`config.mk`:
```
export PLATFORM = sky130hd
export DESIGN_NAME = serial_subtractor
export DESIGN_NICKNAME = d
export VERILOG_FILES = /design/src/rtl/serial_subtractor.sv
export SDC_FILE = /design/constraint.sdc
export NUM_CORES = 1
export LEC_CHECK = 0
export ABC_AREA = 0
export CAP_MARGIN = 20
export CORE_ASPECT_RATIO = 2
export CORE_MARGIN = 5
export CORE_UTILIZATION = 32
export DETAILED_ROUTE_END_ITERATION = 8
export SLEW_MARGIN = 15
export SYNTH_ARGS = -nofsm -noshare
export SYNTH_HDL_FRONTEND = slang
export SYNTH_SLANG_ARGS = --single-unit
```
`constraint.sdc`:
```
create_clock -name clk -period 4.7 [get_ports clk]
set_input_delay 0.705 -clock clk [delete_from_list [all_inputs] [get_ports clk]]
set_output_delay 0.705 -clock clk [all_outputs]
set_load 0.02 [all_outputs]
```
`src/rtl/serial_subtractor.sv`:
```
// Bit-serial LSB-first subtractor: one full-subtractor bit per clock, borrow carried in a flip-flop.
// Operands are captured on start; diff/borrow_out/ovf update only at completion and pulse done.
module serial_subtractor #(
    parameter int WIDTH = 8
) (
    input  logic             clk,
    input  logic             rst_n,
    input  logic             start,
    input  logic [WIDTH-1:0] a,
    input  logic [WIDTH-1:0] b,
    output logic             busy,
    output logic             done,
    output logic [WIDTH-1:0] diff,
    output logic             borrow_out,
    output logic             ovf,
    output logic             sbit,
    output logic             sbit_valid
);

    localparam int CNT_W = (WIDTH > 1) ? $clog2(WIDTH) : 1;
    localparam logic [CNT_W-1:0] LAST = CNT_W'(WIDTH - 1);

    typedef enum logic {
        IDLE  = 1'b0,
        SHIFT = 1'b1
    } state_t;

    state_t           r_state;
    logic [WIDTH-1:0] r_a_sh;
    logic [WIDTH-1:0] r_b_sh;
    logic [WIDTH-1:0] r_d_sh;
    logic             r_borrow;
    logic [CNT_W-1:0] r_cnt;
    logic             r_a_msb;
    logic             r_b_msb;
    logic             r_done;
    logic [WIDTH-1:0] r_diff;
    logic             r_borrow_out;
    logic             r_ovf;
    logic             r_sbit;
    logic             r_sbit_valid;

    logic             w_x;
    logic             w_y;
    logic             w_d;
    logic             w_bo;
    logic [WIDTH-1:0] w_d_next;

    assign w_x  = r_a_sh[0];
    assign w_y  = r_b_sh[0];
    assign w_d  = w_x ^ w_y ^ r_borrow;
    assign w_bo = (~w_x & w_y) | (~(w_x ^ w_y) & r_borrow);
    // New difference bit enters at the MSB so the last bit lands the word in place.
    assign w_d_next = (r_d_sh >> 1) | (WIDTH'(w_d) << (WIDTH - 1));

    always_ff @(posedge clk or negedge rst_n) begin
        if (!rst_n) begin
            r_state      <= IDLE;
            r_a_sh       <= '0;
            r_b_sh       <= '0;
            r_d_sh       <= '0;
            r_borrow     <= 1'b0;
            r_cnt        <= '0;
            r_a_msb      <= 1'b0;
            r_b_msb      <= 1'b0;
            r_done       <= 1'b0;
            r_diff       <= '0;
            r_borrow_out <= 1'b0;
            r_ovf        <= 1'b0;
            r_sbit       <= 1'b0;
            r_sbit_valid <= 1'b0;
        end else begin
            r_done       <= 1'b0;
            r_sbit_valid <= 1'b0;
            case (r_state)
                IDLE: begin
                    if (start) begin
                        r_state  <= SHIFT;
                        r_a_sh   <= a;
                        r_b_sh   <= b;
                        r_d_sh   <= '0;
                        r_borrow <= 1'b0;
                        r_cnt    <= '0;
                        r_a_msb  <= a[WIDTH-1];
                        r_b_msb  <= b[WIDTH-1];
                    end
                end
                SHIFT: begin
                    r_a_sh       <= r_a_sh >> 1;
                    r_b_sh       <= r_b_sh >> 1;
                    r_d_sh       <= w_d_next;
                    r_borrow     <= w_bo;
                    r_cnt        <= r_cnt + CNT_W'(1);
                    r_sbit       <= w_d;
                    r_sbit_valid <= 1'b1;
                    if (r_cnt == LAST) begin
                        r_state      <= IDLE;
                        r_diff       <= w_d_next;
                        r_borrow_out <= w_bo;
                        r_done       <= 1'b1;
                        // Signed overflow: operand signs differ and result sign differs from minuend.
                        r_ovf        <= (r_a_msb ^ r_b_msb) & (w_d_next[WIDTH-1] ^ r_a_msb);
                    end
                end
                default: r_state <= IDLE;
            endcase
        end
    end

    assign busy       = (r_state == SHIFT);
    assign done       = r_done;
    assign diff       = r_diff;
    assign borrow_out = r_borrow_out;
    assign ovf        = r_ovf;
    assign sbit       = r_sbit;
    assign sbit_valid = r_sbit_valid;

endmodule
```
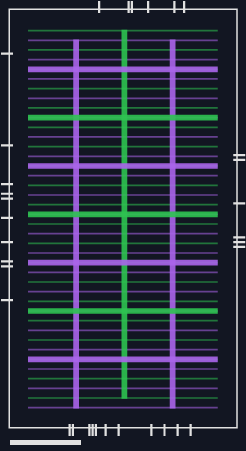
Fig. 1. Power grid (run 1).
Scale bar: 20 um. Pins as bars on the die edge.
VDD: in green. VSS: in purple.
The core has 39 rows. 3 straps on met4.
Core Area: 5660 um^2
vertical die dimension: 117 um
horizontal die dimension: 63.7 um
Peak supply drop: 0.283 mV

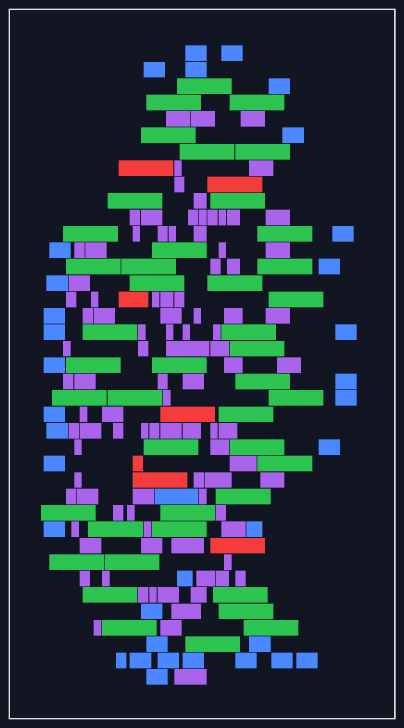
Fig. 2. Placed cells, one color a class (run 1).
remaining logic cells: in purple, cells 97. remaining buffers and delay cells: in blue, cells 35. clock drivers and dummy loads: in red, cells 7. registers: in green, cells 43.

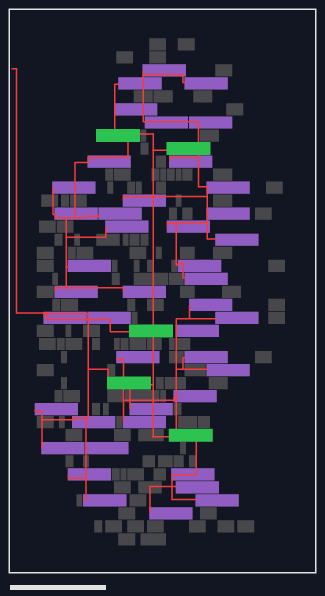
Fig. 3. Routed clock nets over the placement (run 1).
Scale bar: 20 um.
clock wires: in red, length 584 um. flip-flops: in purple, count 43. clock-net drivers: in green, count 5.
There are 6 routed clock nets.
clk ins delay skew pair: 280 ps
P_clk: 0.341 mW

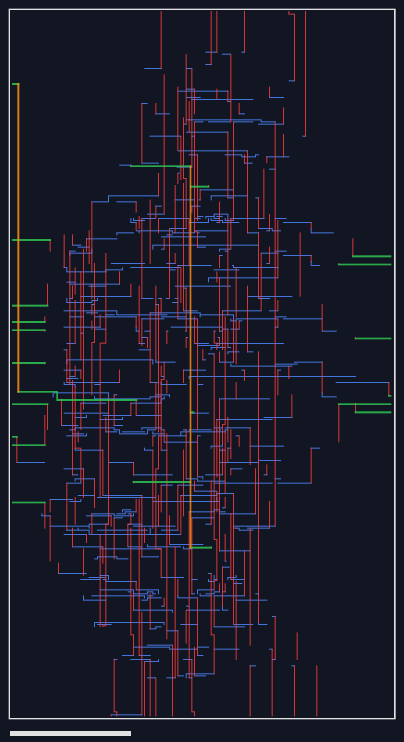
Fig. 4. Wiring by layer (run 1).
Scale bar: 20 um.
M2: in red, wire length 1,890 um. M4: in orange, wire length 114 um. M1: in blue, wire length 1,270 um. M3: in green, wire length 128 um.

==> run notes, run 1 <==
Purpose: to document the outcome of synthesis and place and route.

Run status
The flow ran to the end, and the final reports show no timing, DRC or antenna violations.

Layout
Counting the inverters off the clock network in the layout gives 6. Among all cell classes, the greatest summed area belongs to registers. By instance count after routing, the leading logic cell type is dfrtp_1.

The final core area utilization is 0.412. The portion of the layout cell area used by non-clock buffers is 0.150. The count of antenna diodes in the layout is 0.

The combinational gate count is approximately 90. The combinational fraction of the cell area is 0.285. The share of layout cells above drive strength 1 is 0.132.

Clocking
The clock tree has to reach 43 sinks. For this design, the CTS-stage hold fixing added 0 buffers.

Drt
The routed design shows a wire length per standard cell of 14.0 um. Detailed routing placed a total of about 130 um of wire on met3. The total iterations of the first detailed-routing run is 4. After detailed routing, the number of remaining DRC violations is 0.

Die
The die outline area is 7470 um^2. The total I/O pin count is 33. The initialized floorplan defines 39 standard-cell rows.

Global routing
In the global route stage, overall resource usage came out at 0.0997. The initial antenna violation count is 0. The layer flagged by global routing as most heavily used is met2.

In the global route stage, met1 resource usage came out at 0.102. The met2 track demand over resource is 0.174.

Timing
Hold-check failures listed in the final report amount to 0. Setup repair after global routing left no endpoint under its margin. In the finished design, the share of the clock period the worst path needs comes to 0.415. Setup slack on the critical path of the routed design comes to ~2700 ps. The shortest period the worst path allows is 1950 ps.

Synthesis
The predominant post-synthesis flop cell is dfrtp_1. In this run, synthesis inferred 0 flip-flops with an integrated enable. Measured against the total synthesized area, the mux share comes to 0.158. The area fraction of the largest cell type after synthesis is 0.584. Of the total synthesized cell area, the portion taken by XOR and XNOR cells is 0.

The biggest combinational cell group after synthesis is multiplexers. The cell-mix breakdown from Yosys lists the compound-gate area share as 0.0896. In this run, synthesis produced a sequential element count of 43.

Placement
The number of cells in the design after placement is 235. The half-perimeter wire length of the detailed placement result is 2450 um.

Setup path
The data arrival at the endpoint of the critical path is between 1000 and 1500 ps. The worst setup slack for register-to-register paths is 3120 ps. The critical path is of the flip-flop to primary output type.

The signal on the critical path passes through clkdlybuf4s50_1. The most critical setup path has its endpoint at busy. The combined buffer and inverter count along the critical path is 1.

Pwr
The power per cell area is about 630 nW/um^2. Internal power comes to 0.997 mW. The share of total power dissipated in the clock network is 0.231. The switching power summed over all nets is 0.480 mW.

The power after layout is 1.48 mW.

Job
Summing over the stages, the warning tally comes to 26.
==> run 1 -> run 2 <==
==> constraint.sdc (replaced) <==
create_clock -name clk -period 1.65 [get_ports clk]
set_input_delay 0.2475 -clock clk [delete_from_list [all_inputs] [get_ports clk]]
set_output_delay 0.2475 -clock clk [all_outputs]
set_load 0.02 [all_outputs]
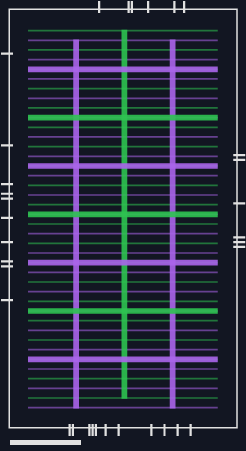
Fig. 5. Power grid (run 2).
Scale bar: 20 um. Pins as bars on the die edge.
VSS: in purple. VDD: in green.
The core has 39 rows. 40 met1 rails follow the rows. 3 straps on met4. 33 signal pins sit on the boundary. 7 straps on met5.

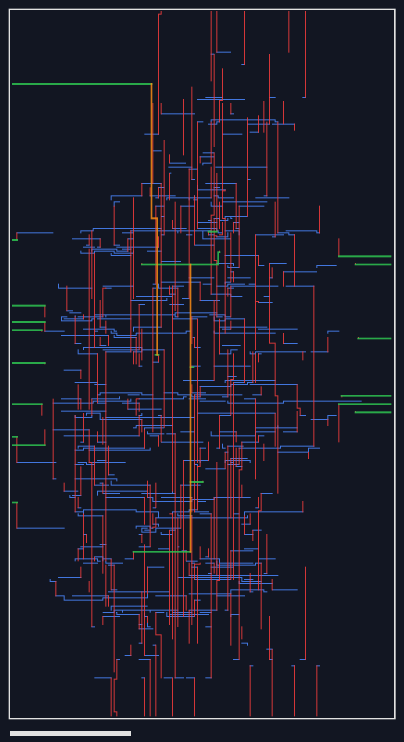
Fig. 6. Wiring by layer (run 2).
Scale bar: 20 um.
M4: in orange, wire length 93.4 um. M3: in green, wire length 126 um. M2: in red, wire length 1,880 um. M1: in blue, wire length 1,360 um.
combined global-route utilization of all metal layers: 0.101
total wire length after detailed routing: 3460 um
routed len/inst: 14.0 um
count of vias placed by the detailed router: 1,185

==> run 2 against run 1 <==
Sequential share of layout area shrank 1.4 points. Worst hold slack got worse by 250 ps. Largest power group unchanged. Wire length up 1.5%. Setup slack worse by 2600 ps. Combinational power grew to 3.0 times the previous value. Clock-buffer cell count unchanged. Non-clock buffer count up 2. Critical endpoint unchanged. Total power rose to 3.1 times the previous value. Critical path type unchanged.
==> run notes, run 2 <==
Purpose: to document the outcome of synthesis and place and route.

Layout
The final core area utilization is 0.425 (+0.0128). The share of layout cells above drive strength 1 is 0.141 (+0.00867). The count of inverters other than clock inverters in the layout came to 6 (unchanged). Among all cell classes, the greatest summed area belongs to registers. The number of standard cells in the final layout excluding fillers is 246. The count of antenna diodes in the layout is 0 (unchanged). The combinational gate count is 91 (unchanged). The portion of the layout cell area used by non-clock buffers is 0.157 (+0.00691). The most frequent logic cell in the layout is dfrtp_1. The combinational fraction of the cell area came to 0.277 (-0.00859).

Pwr
The power after layout is 4.58 mW (+210%). The power per cell area came to 1900 nW/um^2 (+200%). The switching power summed over all nets came to 1.40 mW (+190%). The share of power burned in the clock network is 0.275 (+0.044). The highest ir drop seen on vdd came to 0.924 mV (+230%). The dominant power group in this design is registers. The sequential-cell power consumption is around 1.8 mW. The internal power summed over all cells was 3.18 mW (+220%).

The power drawn by the clock network is 1.26 mW (+270%).

Timing
The worst path in the final design needs a cycle of 1530 ps, including I/O delays and setup. The worst-case setup margin in the final layout is 119 ps (-2630 ps). The final number of hold-violating endpoints came to 0 (unchanged). The final timing summary puts the cycle share of the worst path at 0.928. Setup repair after global routing left no endpoint under its margin.

Setup path
Per STA, the worst path is made up of clkdlybuf4s50_1. The combined buffer and inverter count along the critical path was 1 (unchanged). The startpoint of the worst register-to-register path is r_a_sh[0]. The number of cells on the critical path is 1. The data arrival at the endpoint of the critical path is 1280 ps (+30 ps).

In the setup report, the worst path falls into the class flip-flop to primary output. The worst setup slack for register-to-register paths is 140 ps (-2980 ps).

Die
The total I/O pin count is 33 (unchanged). The row count is 39 (unchanged). The well tap count is ~60.

The placeable core area was 5660 um^2 (unchanged). The die extent in x was 63.7 um (unchanged). The die outline area is 7470 um^2 (unchanged).

The overall die height came to 117 um (unchanged).

Clocking
The deepest clock path buffer count is 2. The CTS sink count is 43 (unchanged). The later-pin clock latency in the skew report is 280 ps (about the same). The number of hold-repair buffers added at the cts stage is 0 (unchanged).

Synthesis
The biggest combinational cell group after synthesis is multiplexers. Post-synth the commonest register cell is dfrtp_1. The fraction of synthesis flops using an asynchronous set or reset pin is 1.00. The fraction of synthesized area in multiplexers came to 0.158 (unchanged). The compound-gate portion of the synthesized area is 0.0896 (unchanged). The number of enable-type register cells in the synthesized netlist came to 0 (unchanged).

The mapped netlist covers 1840 um^2. The mean instance size in the synthesized netlist is 12.4 um^2. The xor-xnor portion of the synthesized cell area was 0 (unchanged). The flip-flop and latch count after synthesis came to 43 (unchanged). The fraction of synthesized cell area taken by the top area cell type is 0.584 (unchanged).

Placement
The half-perimeter wire length of the detailed placement result is 2460 um (+0.66%). STA on the placed design reports a worst setup slack of approximately 110 ps. The number of cells in the design after placement is 238 (+1.3%).

Global routing
The most heavily used metal layer in global routing is met2. The fraction of met1 tracks used by global routing is 0.117 (+0.0145). The initial antenna violation count was 0 (unchanged). The met2 track demand over resource was 0.165 (-0.00827).

Run status
The flow ran to the end, and the final reports show no timing, DRC or antenna violations.

Job
The warning total across the stage logs is 26 (unchanged).

Drt
The total DRC errors in the routed layout was 0 (unchanged). Nets still carrying antenna violations after routing amount to 0. The total iterations of the first detailed-routing run was 4 (unchanged). The amount of wire on met3 after detailed routing is 126 um (-0.79%).

Worst hold path
The worst hold path belongs to the class input port to asynchronous set/reset pin.
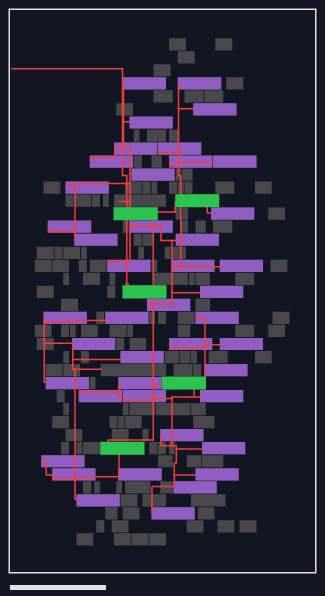
Fig. 7. Routed clock nets over the placement (run 2).
Scale bar: 20 um.
clock wires: in red, length 570 um. clock-net drivers: in green, count 5. flip-flops: in purple, count 43.
There are 6 routed clock nets.

==> run 2 -> run 3 <==
--- a/config.mk
+++ b/config.mk
@@ -11,6 +11,7 @@
 export CORE_MARGIN = 5
 export CORE_UTILIZATION = 32
 export DETAILED_ROUTE_END_ITERATION = 8
+export HOLD_SLACK_MARGIN = 0.06
 export SLEW_MARGIN = 15
 export SYNTH_ARGS = -nofsm -noshare
 export SYNTH_HDL_FRONTEND = slang
==> constraint.sdc (replaced) <==
create_clock -name clk -period 1.65 [get_ports clk]
set_input_delay 0.33 -clock clk [delete_from_list [all_inputs] [get_ports clk]]
set_output_delay 0.33 -clock clk [all_outputs]
set_load 0.02 [all_outputs]
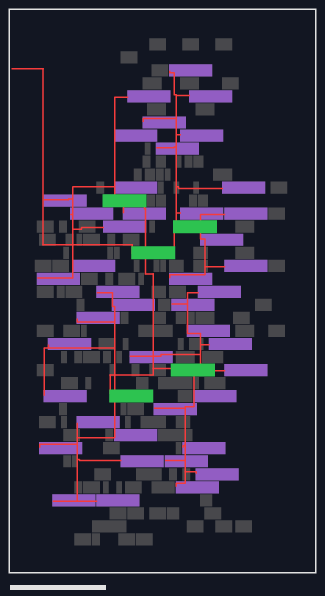
Fig. 8. Routed clock nets over the placement (run 3).
Scale bar: 20 um.
flip-flops: in purple, count 43. clock wires: in red, length 524 um. clock-net drivers: in green, count 5.
There are 6 routed clock nets.

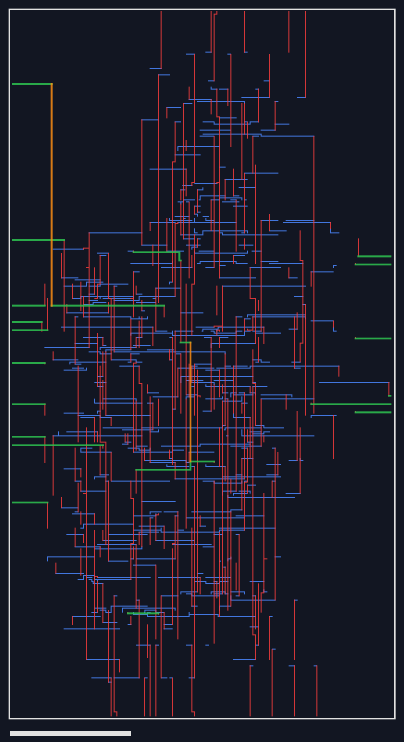
Fig. 9. Wiring by layer (run 3).
Scale bar: 20 um.
M2: in red, wire length 2,010 um. M1: in blue, wire length 1,350 um. M4: in orange, wire length 56.4 um. M3: in green, wire length 152 um.

==> run 3 against run 2 <==
Maximum frequency decreased by 4.3%. Critical path type unchanged. Critical path depth unchanged. Clock-buffer cell count increased by 1. Combinational power about the same. Critical endpoint is now ovf. Highest routed layer unchanged.
==> run notes, run 3 <==
Purpose: to document the outcome of synthesis and place and route.

Die
The placeable core area is 5660 um^2 (unchanged). The well tap count was 61 (unchanged). The die extent in x is 63.7 um (unchanged).

The die outline area is 7470 um^2 (unchanged). The overall die height is 117 um (unchanged).

Global routing
The met2 track demand over resource is 0.183 (+0.0178). The fraction of met1 tracks used by global routing is 0.110 (-0.00725). The initial antenna violation count came to 0 (unchanged).

Placement
The number of cells in the design after placement is 240 (+0.84%). The half-perimeter wire length of the detailed placement result came to 2700 um (+9.7%). The pre-CTS setup slack was 116 ps (+7.56 ps).

Layout
The count of antenna diodes in the layout was 0 (unchanged). The portion of the layout cell area used by non-clock buffers came to 0.174 (+0.0166). The count of inverters other than clock inverters in the layout is 6 (unchanged). The share of layout cells above drive strength 1 is 0.144 (+0.00308). The combinational fraction of the cell area is 0.278 (+0.00159).

Synthesis
The fraction of synthesis flops using an asynchronous set or reset pin was 1.00 (unchanged). The area of the mapped netlist is 1840 um^2 (unchanged). The xor-xnor portion of the synthesized cell area came to 0 (unchanged). The mean instance size in the synthesized netlist is 12.4 um^2 (unchanged). The fraction of synthesized area in multiplexers is 0.158 (unchanged). The predominant post-synthesis flop cell is dfrtp_1.

The compound-gate portion of the synthesized area is 0.0896 (unchanged).

Worst hold path
The worst hold-check path type is flip-flop to flip-flop.

Setup path
In this run the critical path is formed by clkdlybuf4s50_1. The worst setup slack for register-to-register paths is 130 ps (about the same). The critical path in this run is classified as flip-flop to primary output.

Pwr
Ranked by power, first place goes to registers. The highest ir drop seen on vdd was 1.07 mV (+16%). The sequential-cell power consumption is 1.76 mW (about the same). The power per cell area is 1770 nW/um^2 (-6.8%).

The share of power burned in the clock network is 0.217 (-0.058). The power after layout came to 4.24 mW (-7.3%). The internal power summed over all cells is 2.87 mW (-9.8%).

Timing
The shortest period the worst path allows is 1600 ps (+69.6 ps). The worst-case setup margin in the final layout came to 49.7 ps (-69.6 ps). Setup repair after global routing left no endpoint under its margin. The final number of hold-violating endpoints came to 0 (unchanged). The final critical-path share of the clock period is 0.970 (+0.0422).

Drt
The via count came to 1,188 (+0.25%). The remaining antenna violation count is 0 (unchanged). The final wirelength is 3570 um (+3.2%). The total DRC errors in the routed layout is 0 (unchanged).

Clocking
The later-pin clock latency in the skew report is 280 ps (about the same). The number of hold-repair buffers added at the cts stage is 1 (+1). The deepest clock path buffer count is 2 (unchanged).

Run status
The flow ran to the end, and the final reports show no timing, DRC or antenna violations.
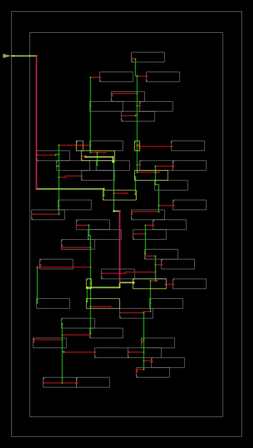
Fig. 10. The clock network (run 3).
P_clk: 0.921 mW
clock buffer count from CTS: 5
CTS sink cnt: 43

Power and IR drop assume default switching activity.
